### Routing congestion map, run 1

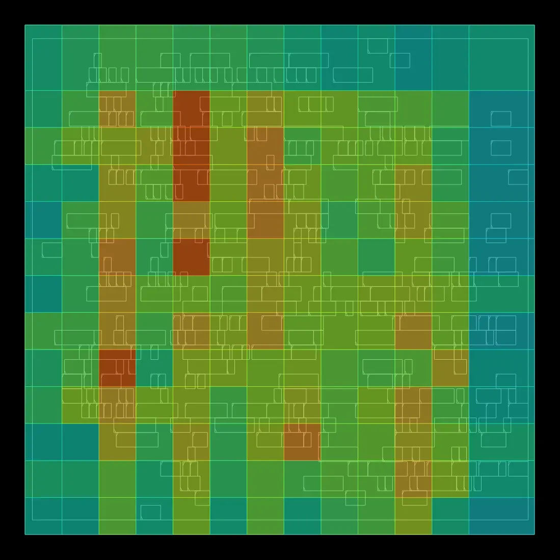
### The metal 2 layer, run 1

Scale: 3 px per µm.
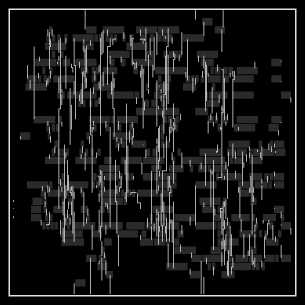
### M3 wires, run 1

Scale: 3 px per µm.
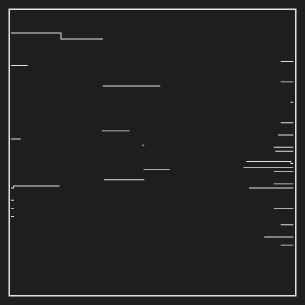
## config.mk

```make
export PLATFORM = sky130hd
export DESIGN_NAME = seg7_scan_ctrl
export DESIGN_NICKNAME = d
export VERILOG_FILES = /design/src/rtl/seg7_pkg.sv /design/src/rtl/seg7.sv /design/src/rtl/seg7_scan_ctrl.sv
export SDC_FILE = /design/constraint.sdc
export NUM_CORES = 1
export LEC_CHECK = 0
export ABC_AREA = 1
export CAP_MARGIN = 10
export CORE_MARGIN = 1
export CORE_UTILIZATION = 30
export DETAILED_ROUTE_END_ITERATION = 10
export GPL_ROUTABILITY_DRIVEN = 0
export PLACE_DENSITY = 0.45
export SYNTH_ARGS = -nofsm -noshare
export SYNTH_HDL_FRONTEND = slang
export SYNTH_SLANG_ARGS = --single-unit
```

## constraint.sdc

```tcl
create_clock -name clk -period 4.1 [get_ports clk]
set_input_delay 1.025 -clock clk [delete_from_list [all_inputs] [get_ports clk]]
set_output_delay 1.025 -clock clk [all_outputs]
set_load 0.03 [all_outputs]
```

## src/rtl/seg7_pkg.sv

```systemverilog
// Shared types and constants for the multiplexed seven-segment display controller.
package seg7_pkg;

    typedef enum logic [1:0] {
        IDLE = 2'd0,
        SHOW = 2'd1,
        GAP  = 2'd2
    } scan_state_e;

    localparam logic [3:0] SEG7_BLANK_CODE = 4'd8;
    localparam logic [6:0] SEG7_DARK       = 7'b0000000;

endpackage

```

## src/rtl/seg7.sv

```systemverilog
// Seven-segment decoder for digit codes 0..7; codes 8..15 decode to blank.
// Output bit 6 = segment g ... bit 0 = segment a, active high.
module seg7 (
    input  logic [3:0] code_i,
    output logic [6:0] seg_o
);

    always_comb begin
        case (code_i)
            4'd0:    seg_o = 7'b0111111;
            4'd1:    seg_o = 7'b0000110;
            4'd2:    seg_o = 7'b1011011;
            4'd3:    seg_o = 7'b1001111;
            4'd4:    seg_o = 7'b1100110;
            4'd5:    seg_o = 7'b1101101;
            4'd6:    seg_o = 7'b1111101;
            4'd7:    seg_o = 7'b0000111;
            default: seg_o = 7'b0000000;
        endcase
    end

endmodule

```

## src/rtl/seg7_scan_ctrl.sv

```systemverilog
// Time-multiplexed display scanner with a shadow/active digit bank committed at frame ends.
// Optional macro SEG7_SCAN_BLANK_GAP_EN inserts one dark cycle between consecutive digits.
module seg7_scan_ctrl
    import seg7_pkg::*;
#(
    parameter int NUM_DIGITS = 4,
    parameter int DWELL_W    = 8
) (
    input  logic                          clk,
    input  logic                          rst,
    input  logic                          enable,
    input  logic [DWELL_W-1:0]            dwell,
    input  logic                          wr_valid,
    output logic                          wr_ready,
    input  logic [$clog2(NUM_DIGITS)-1:0] wr_digit,
    input  logic [3:0]                    wr_value,
    output logic [6:0]                    segments,
    output logic [NUM_DIGITS-1:0]         digit_sel,
    output logic                          frame_done
);

    localparam int IDX_W = $clog2(NUM_DIGITS);
    localparam logic [IDX_W-1:0] LAST_IDX = IDX_W'(NUM_DIGITS - 1);

    scan_state_e             state_q, state_d;
    logic [IDX_W-1:0]        idx_q, idx_d;
    logic [DWELL_W-1:0]      cnt_q, cnt_d;
    logic [3:0]              shadow_q [NUM_DIGITS];
    logic [3:0]              shadow_d [NUM_DIGITS];
    logic [3:0]              active_q [NUM_DIGITS];
    logic [3:0]              active_d [NUM_DIGITS];
    logic [6:0]              seg_q, seg_d;
    logic [NUM_DIGITS-1:0]   sel_q, sel_d;
    logic                    done_q, done_d;

    logic [6:0]              decoded;
    logic                    digitEnd;
    logic                    commitCycle;
    logic                    wrFire;

    seg7 u_seg7 (
        .code_i (active_q[idx_q]),
        .seg_o  (decoded)
    );

    // The >= compare lets a lowered dwell end the current digit immediately.
    assign digitEnd    = (state_q == SHOW) && (cnt_q >= dwell);
    assign commitCycle = digitEnd && (idx_q == LAST_IDX);
    assign wr_ready    = !rst && !commitCycle;
    assign wrFire      = wr_valid && wr_ready;

    always_comb begin
        state_d  = state_q;
        idx_d    = idx_q;
        cnt_d    = cnt_q;
        shadow_d = shadow_q;
        active_d = active_q;
        seg_d    = SEG7_DARK;
        sel_d    = '0;
        done_d   = 1'b0;

        if (wrFire && (32'(wr_digit) < NUM_DIGITS)) begin
            shadow_d[wr_digit] = wr_value;
        end

        // Outputs follow the current state one cycle later; a falling enable darkens them at once.
        if ((state_q == SHOW) && enable) begin
            seg_d = decoded;
            sel_d = NUM_DIGITS'(1) << idx_q;
        end

        case (state_q)
            IDLE: begin
                active_d = shadow_q;
                if (enable) begin
                    state_d = SHOW;
                    idx_d   = '0;
                    cnt_d   = '0;
                end
            end
            SHOW: begin
                if (digitEnd) begin
                    cnt_d = '0;
                    idx_d = (idx_q == LAST_IDX) ? '0 : idx_q + 1'b1;
                    if (commitCycle) begin
                        active_d = shadow_q;
                        done_d   = 1'b1;
                    end
`ifdef SEG7_SCAN_BLANK_GAP_EN
                    state_d = GAP;
`else
                    state_d = SHOW;
`endif
                end else begin
                    cnt_d = cnt_q + 1'b1;
                end
            end
            GAP: begin
                state_d = SHOW;
            end
            default: begin
                state_d = IDLE;
            end
        endcase

        if (!enable) begin
            state_d = IDLE;
            idx_d   = '0;
            cnt_d   = '0;
            done_d  = 1'b0;
        end
    end

    always_ff @(posedge clk) begin
        if (rst) begin
            state_q  <= IDLE;
            idx_q    <= '0;
            cnt_q    <= '0;
            shadow_q <= '{default: SEG7_BLANK_CODE};
            active_q <= '{default: SEG7_BLANK_CODE};
            seg_q    <= SEG7_DARK;
            sel_q    <= '0;
            done_q   <= 1'b0;
        end else begin
            state_q  <= state_d;
            idx_q    <= idx_d;
            cnt_q    <= cnt_d;
            shadow_q <= shadow_d;
            active_q <= active_d;
            seg_q    <= seg_d;
            sel_q    <= sel_d;
            done_q   <= done_d;
        end
    end

    assign segments   = seg_q;
    assign digit_sel  = sel_q;
    assign frame_done = done_q;

endmodule
```

==> impl_metrics.tcl, run 1 <==
# place-and-route summary
set metrics [dict create \
    drt_iter0_drc 60 \
    sh_comb_area_pct 41.7 \
    syn_to_final_growth_pct 18.5 \
    bufAreaShareNonClock_pct 9.92 \
    synthCells 320 \
    dp_hpwl_um 3450 \
    cp_max_fo 6 \
    cp_num_buf_inv 4 \
    maxCapViolCount 0 \
    p_comb_mw 0.0912 \
    status "completed" \
    cts_tree "yes" \
    yosys_cells 320 \
    utilization_pct 37.1 \
    inverters 40 \
    period_minus_slack_ns 3.77 \
    die_h_um 95.0 \
    vdd_ir_drop_max_uv 135 \
    vias_per_cell 4.23 \
    diodes 0 \
    ant_nets 0 \
    dieArea_um2 9030 \
    die_w_um 95.0 \
    syn_nets 354 \
]
Back to the opening pictures, 'Routing congestion map':
DR WL/cell: 10.3 µm
Top Usage Layer GRT: met2
met3 usage: 3.03%
GR Util met1: 15.3%

Back to the opening pictures, 'The metal 2 layer':
longest straight run: 33.3 µm
wire length on this layer: 1,960 µm

Back to the opening pictures, 'M3 wires':
longest straight run: 18.9 µm
main direction: horizontal

==> run 1: routing by layer <==
metal | GRT usage [%] | wire, µm | vias up
li1 | - | - | 1073
met1 | 15.3 | 2450 | 813
met2 | 18.2 | 1960 | 28
met3 | 3.03 | 220 | 6
met4 | 3.79 | 61 | 0
met5 | 0 | 0 | -
==> run 1: cell usage after synthesis <==
master | number | area, µm²
xnor2_1 | 1 | 8.76
nand3_4 | 2 | 35.0
nor3b_2 | 1 | 12.5
inv_1 | 35 | 131
o21ai_0 | 1 | 5.00
dfxtp_1 | 55 | 1100
nor3_1 | 2 | 10.0
buf_2 | 2 | 10.0
nor2_4 | 1 | 11.3
clkbuf_1 | 2 | 7.51
nand3_1 | 14 | 70.1
nor4_2 | 2 | 25.0
mux2_2 | 1 | 11.3
nor4_4 | 1 | 21.3
buf_1 | 1 | 3.75
buf_4 | 1 | 7.51
nor3_2 | 3 | 30.0
a21o_1 | 2 | 15.0
ha_1 | 16 | 200
nand2_4 | 2 | 22.5
a32oi_1 | 2 | 17.5
nor2_2 | 2 | 12.5
a211oi_2 | 1 | 12.5
nand2_1 | 71 | 267
nor2_1 | 43 | 161
o21ai_1 | 12 | 60.1
buf_6 | 3 | 33.8
xor2_1 | 3 | 26.3
or2_1 | 4 | 25.0
inv_2 | 5 | 18.8
a21oi_1 | 23 | 115
nand4_2 | 1 | 12.5
nand4_4 | 4 | 85.1
nand3_2 | 1 | 10.0
==> run 1: layout by cell type, fill, tap and decap left out, drive strengths merged, types with 2 or more instances in the layout <==
cell / instances
a21o: 2
a21oi: 23
a32oi: 2
buf: 2
clkbuf: 5
clkdlybuf4s50: 29
dfxtp: 55
ha: 16
inv: 40
nand2: 73
nand3: 17
nand4: 5
nor2: 46
nor3: 5
nor4: 3
o21ai: 13
or2: 4
xor2: 3
==> run 2: changes to the inputs <==
==> constraint.sdc (replaced) <==
create_clock -name clk -period 4.88 [get_ports clk]
set_input_delay 1.22 -clock clk [delete_from_list [all_inputs] [get_ports clk]]
set_output_delay 1.22 -clock clk [all_outputs]
set_load 0.03 [all_outputs]
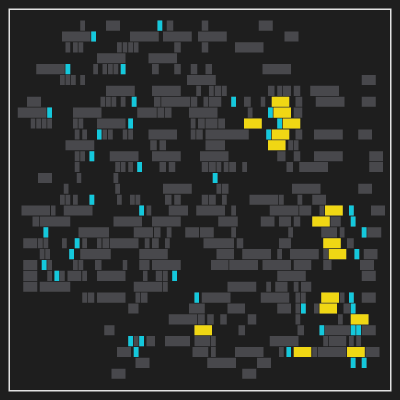
*Gate families picked out, run 2*
Scale: 4 px per µm.
[inv cells] cyan | cells: 40 | where: widely spread
[fa/ha/maj cells] yellow | cells: 16

==> impl_metrics.tcl, run 2 <==
# place-and-route summary
set metrics [dict create \
    most_common_cell "nand2_1" \
    syn_to_final_growth_pct 18.9 \
    synthCells 320 \
    yosys-top-cells-count "71 x nand2_1, 55 x dfxtp_1, 43 x nor2_1, 35 x inv_1, 23 x a21oi_1" \
    die_h_um 95.0 \
    area_leaders "dfxtp_1 42%, nand2_1 10%, ha_1 7.7%, nor2_1 6.2%, inv_1 5.1%" \
    async_reset_ff_share_pct 0 \
    vdd_ir_drop_max_uv 118 \
    netlist.area_leader.share_pct 42.4 \
    yosysTopAreaCell "dfxtp_1" \
    busiest_layer "met2" \
    status "completed" \
    drt_iter0_drc 101 \
    cp_max_fo 6 \
    wl_met1_um 2560 \
    use_met2_pct 17.7 \
    ant_nets 0 \
    wl_per_cell_um 10.6 \
    dp_hpwl_um 3510 \
    diodes 0 \
    syn_nets 354 \
    final_cell_mix "71 x nand2_1, 55 x dfxtp_1, 43 x nor2_1" \
    vias_per_cell 4.27 \
    die_w_um 95.0 \
    wl_met3_um 180 \
    dieArea_um2 9030 \
    wl_met2_um 2010 \
    period_minus_slack_ns 4.56 \
    yosys_cells 320 \
    top_layer_used "met4" \
    lay_top_count "nand2_1" \
]
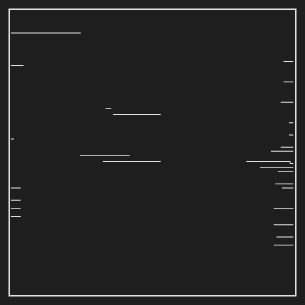
*M3 wires, run 2*
Scale: 3 px per µm.
share of all routed wire: 3.8%
main direction: horizontal
wire length on this layer: 180 µm

run 2: logic make-up after synthesis:
| kind of cell | Yosys count | share of synthesized area [%] |
|---|---|---|
| fa+ha+maj | 16 | 7.71 |
| xor+xnor | 4 | 1.35 |
| mux | 1 | 0.434 |
| buf+inv | 49 | 8.19 |
| flops | 55 | 42.4 |
| compound gates | 41 | 8.67 |
| simple gates | 154 | 31.2 |
run 2: worst max-delay path: cells and delay by family:
family | cells | cell delay, ns
buffers and inverters | 4 | 1.18
adders and majority gates | 1 | 0.31
and+or+nand+nor | 8 | 0.61
run 2: area by class of cell:
type,instances,share of cell area [%]
Tap cell,105,4.26
Clock buffer,5,2.23
Sequential cell,55,35.7
Timing Repair Buffer,32,10.2
Clock inverter,2,1.22
Multi-Input combinational cell,216,41.5
Inverter,40,4.86
run 2: path summary, 6_finish.rpt:
path,from,to,slack [ns],cells after the start
max reg2reg,idx_q[0],segments[3],2.87,7
max,dwell[1],wr_ready,0.32,13
min reg2reg,shadow_q[9],active_q[9],0.47,2
min,shadow_q[9],active_q[9],0.47,2
run 2: power by group through the flow:
stage,clock (mW),combinational (mW),sequential (mW)
after global placement,0,0.0770,0.478
after detailed placement,0,0.0775,0.479
after CTS,0.309,0.0781,0.468
after floorplan,0,0.0508,0.478
after global routing,0.325,0.0883,0.470
final,0.296,0.0767,0.468
run 2: per-stage QoR:
step / hold slack, ns / util [%] / instance area (µm²)
after floorplan: 0.430 / - / 2600
after global placement: 0.445 / 35.9 / 2980
after detailed placement: 0.449 / 35.9 / 2980
after CTS: 0.467 / 37.2 / 3090
after global routing: 0.475 / 37.2 / 3090
final: 0.470 / 37.2 / 3090
==> run 3: changes to the inputs <==
--- a/config.mk
+++ b/config.mk
@@ -7,11 +7,14 @@
 export LEC_CHECK = 0
 export ABC_AREA = 1
 export CAP_MARGIN = 10
+export CELL_PAD_IN_SITES_DETAIL_PLACEMENT = 2
+export CELL_PAD_IN_SITES_GLOBAL_PLACEMENT = 2
 export CORE_MARGIN = 1
 export CORE_UTILIZATION = 30
 export DETAILED_ROUTE_END_ITERATION = 10
 export GPL_ROUTABILITY_DRIVEN = 0
-export PLACE_DENSITY = 0.45
+export PLACE_DENSITY = 0.7
+export RECOVER_POWER = 25
 export SYNTH_ARGS = -nofsm -noshare
 export SYNTH_HDL_FRONTEND = slang
 export SYNTH_SLANG_ARGS = --single-unit
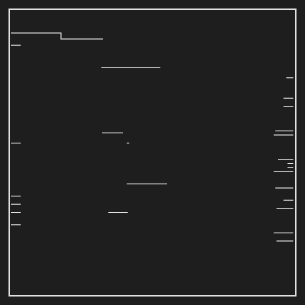
*M3 wires, run 3*
Scale: 3 px per µm.
share of all routed wire: 2.7%
longest straight run: 19.3 µm
nets with wire on the layer: 22
wire length on this layer: 156 µm
main direction: horizontal

==> impl_metrics.tcl, run 3 <==
# place-and-route summary
set metrics [dict create \
    status "completed" \
    dieArea_um2 9030 \
    placed_cell_area_um2 2980 \
    async_reset_ff_share_pct 0 \
    ant_nets 0 \
    yosys_most_used_dff "dfxtp_1" \
    syn_to_final_growth_pct 17.2 \
    die_h_um 95.0 \
    yosys_cells 320 \
    yosysTopAreaCell "dfxtp_1" \
    whs_ns 0.469 \
    finish.instance_area_um2 3040 \
    maxCapViolCount 0 \
    area_leaders "dfxtp_1 42%, nand2_1 10%, ha_1 7.7%, nor2_1 6.2%, inv_1 5.1%" \
    cp_num_buf_inv 4 \
    vdd_ir_drop_max_uv 96.2 \
    edf_count 0 \
    diodes 0 \
    cts_tree "yes" \
    netlist.area_leader.share_pct 42.4 \
    dp_hpwl_um 4520 \
    period_minus_slack_ns 4.59 \
    hold_violations 0 \
    avgSynthCellArea_um2 8.11 \
    wl_per_cell_um 12.8 \
    synthCells 320 \
    drt_iter0_drc 32 \
    lay_top_count "nand2_1" \
    cp_max_fo 6 \
    yosys-top-cells-count "71 x nand2_1, 55 x dfxtp_1, 43 x nor2_1, 35 x inv_1, 23 x a21oi_1" \
    critPathTopFamily "buffers and inverters" \
    die_w_um 95.0 \
    utilization_pct 36.7 \
    num_vias 2110 \
    vias_per_cell 4.63 \
    grt_max_degree 38 \
    most_common_cell "nand2_1" \
    period_used_pct 94.0 \
]
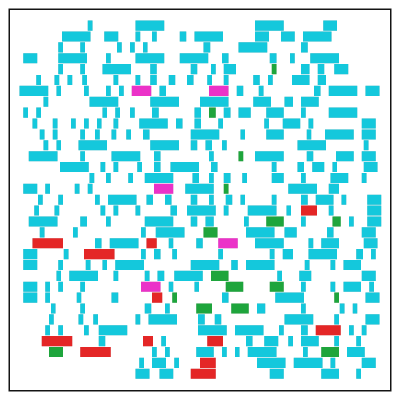
*Cells by drive strength, run 3*
Scale: 4 px per µm.
[x6 and larger] magenta | cells: 5 | share: 1.4% | most used: clkbuf_8
[x1 and smaller] cyan | cells: 318 | share: 91% | most used: nand2_1
[x3 and x4] red | cells: 12 | share: 3.4% | most used: nand4_4
[x2] green | cells: 16 | share: 4.6% | most used: inv_2

==> run 3: cell counts after synthesis <==
Identical to the previous run, type by type.
==> run 3: through the flow <==
| step | setup slack (ns) | cells |
|---|---|---|
| 2_1_floorplan | 1.29 | 320 |
| 3_3_place_gp | 0.333 | 448 |
| 3_5_place_dp | 0.272 | 448 |
| 4_1_cts | 0.262 | 456 |
| 5_1_grt | 0.176 | 456 |
| 6_report | 0.294 | 456 |
==> run 3: kinds of logic after synthesis <==
family / count (synthesis) / synth area share, %
and+or+nand+nor: 154 / 31.2
DFF: 55 / 42.4
buffers and inverters: 49 / 8.19
AOI/OAI and AO/OA: 41 / 8.67
adders and majority gates: 16 / 7.71
xor gates and xnor gates: 4 / 1.35
muxes: 1 / 0.434
==> run 3: routing by layer <==
metal  track usage (%)  share of wire [%]  vias up
met5                 0                  0        -
met4              4.55                1.3        0
met3              2.63                2.6        6
met2              24.8                 48       26
met1              17.3                 48     1003
li1                  -                  -     1075
==> run 3: path summary, 6_finish.rpt <==
check	from	end	slack, ns	cells after the start
worst min-delay path	cnt_q[0]	cnt_q[0]	0.47	1
worst max register to register	idx_q[0]	segments[6]	2.73	4
worst min register to register	cnt_q[0]	cnt_q[0]	0.47	1
worst max-delay path	dwell[5]	wr_ready	0.29	11
==> run 3: final cells by class <==
type	count	area, µm²	area share, %
Tap cell	105	131	4.32
Timing Repair Buffer	32	315	10.4
Sequential cell	55	1100	36.2
Clock buffer	6	72.6	2.38
Multi-Input combinational cell	216	1260	41.4
Inverter	40	150	4.93
Clock inverter	2	12.5	0.411
==> run 3: report_power, final <==
part,total (mW),switching [mW],internal (mW)
registers,0.468,0.00677,0.461
clock network,0.253,0.152,0.101
logic,0.0789,0.0467,0.0322
No activity file was given, so power comes from the tool's default toggle rates.
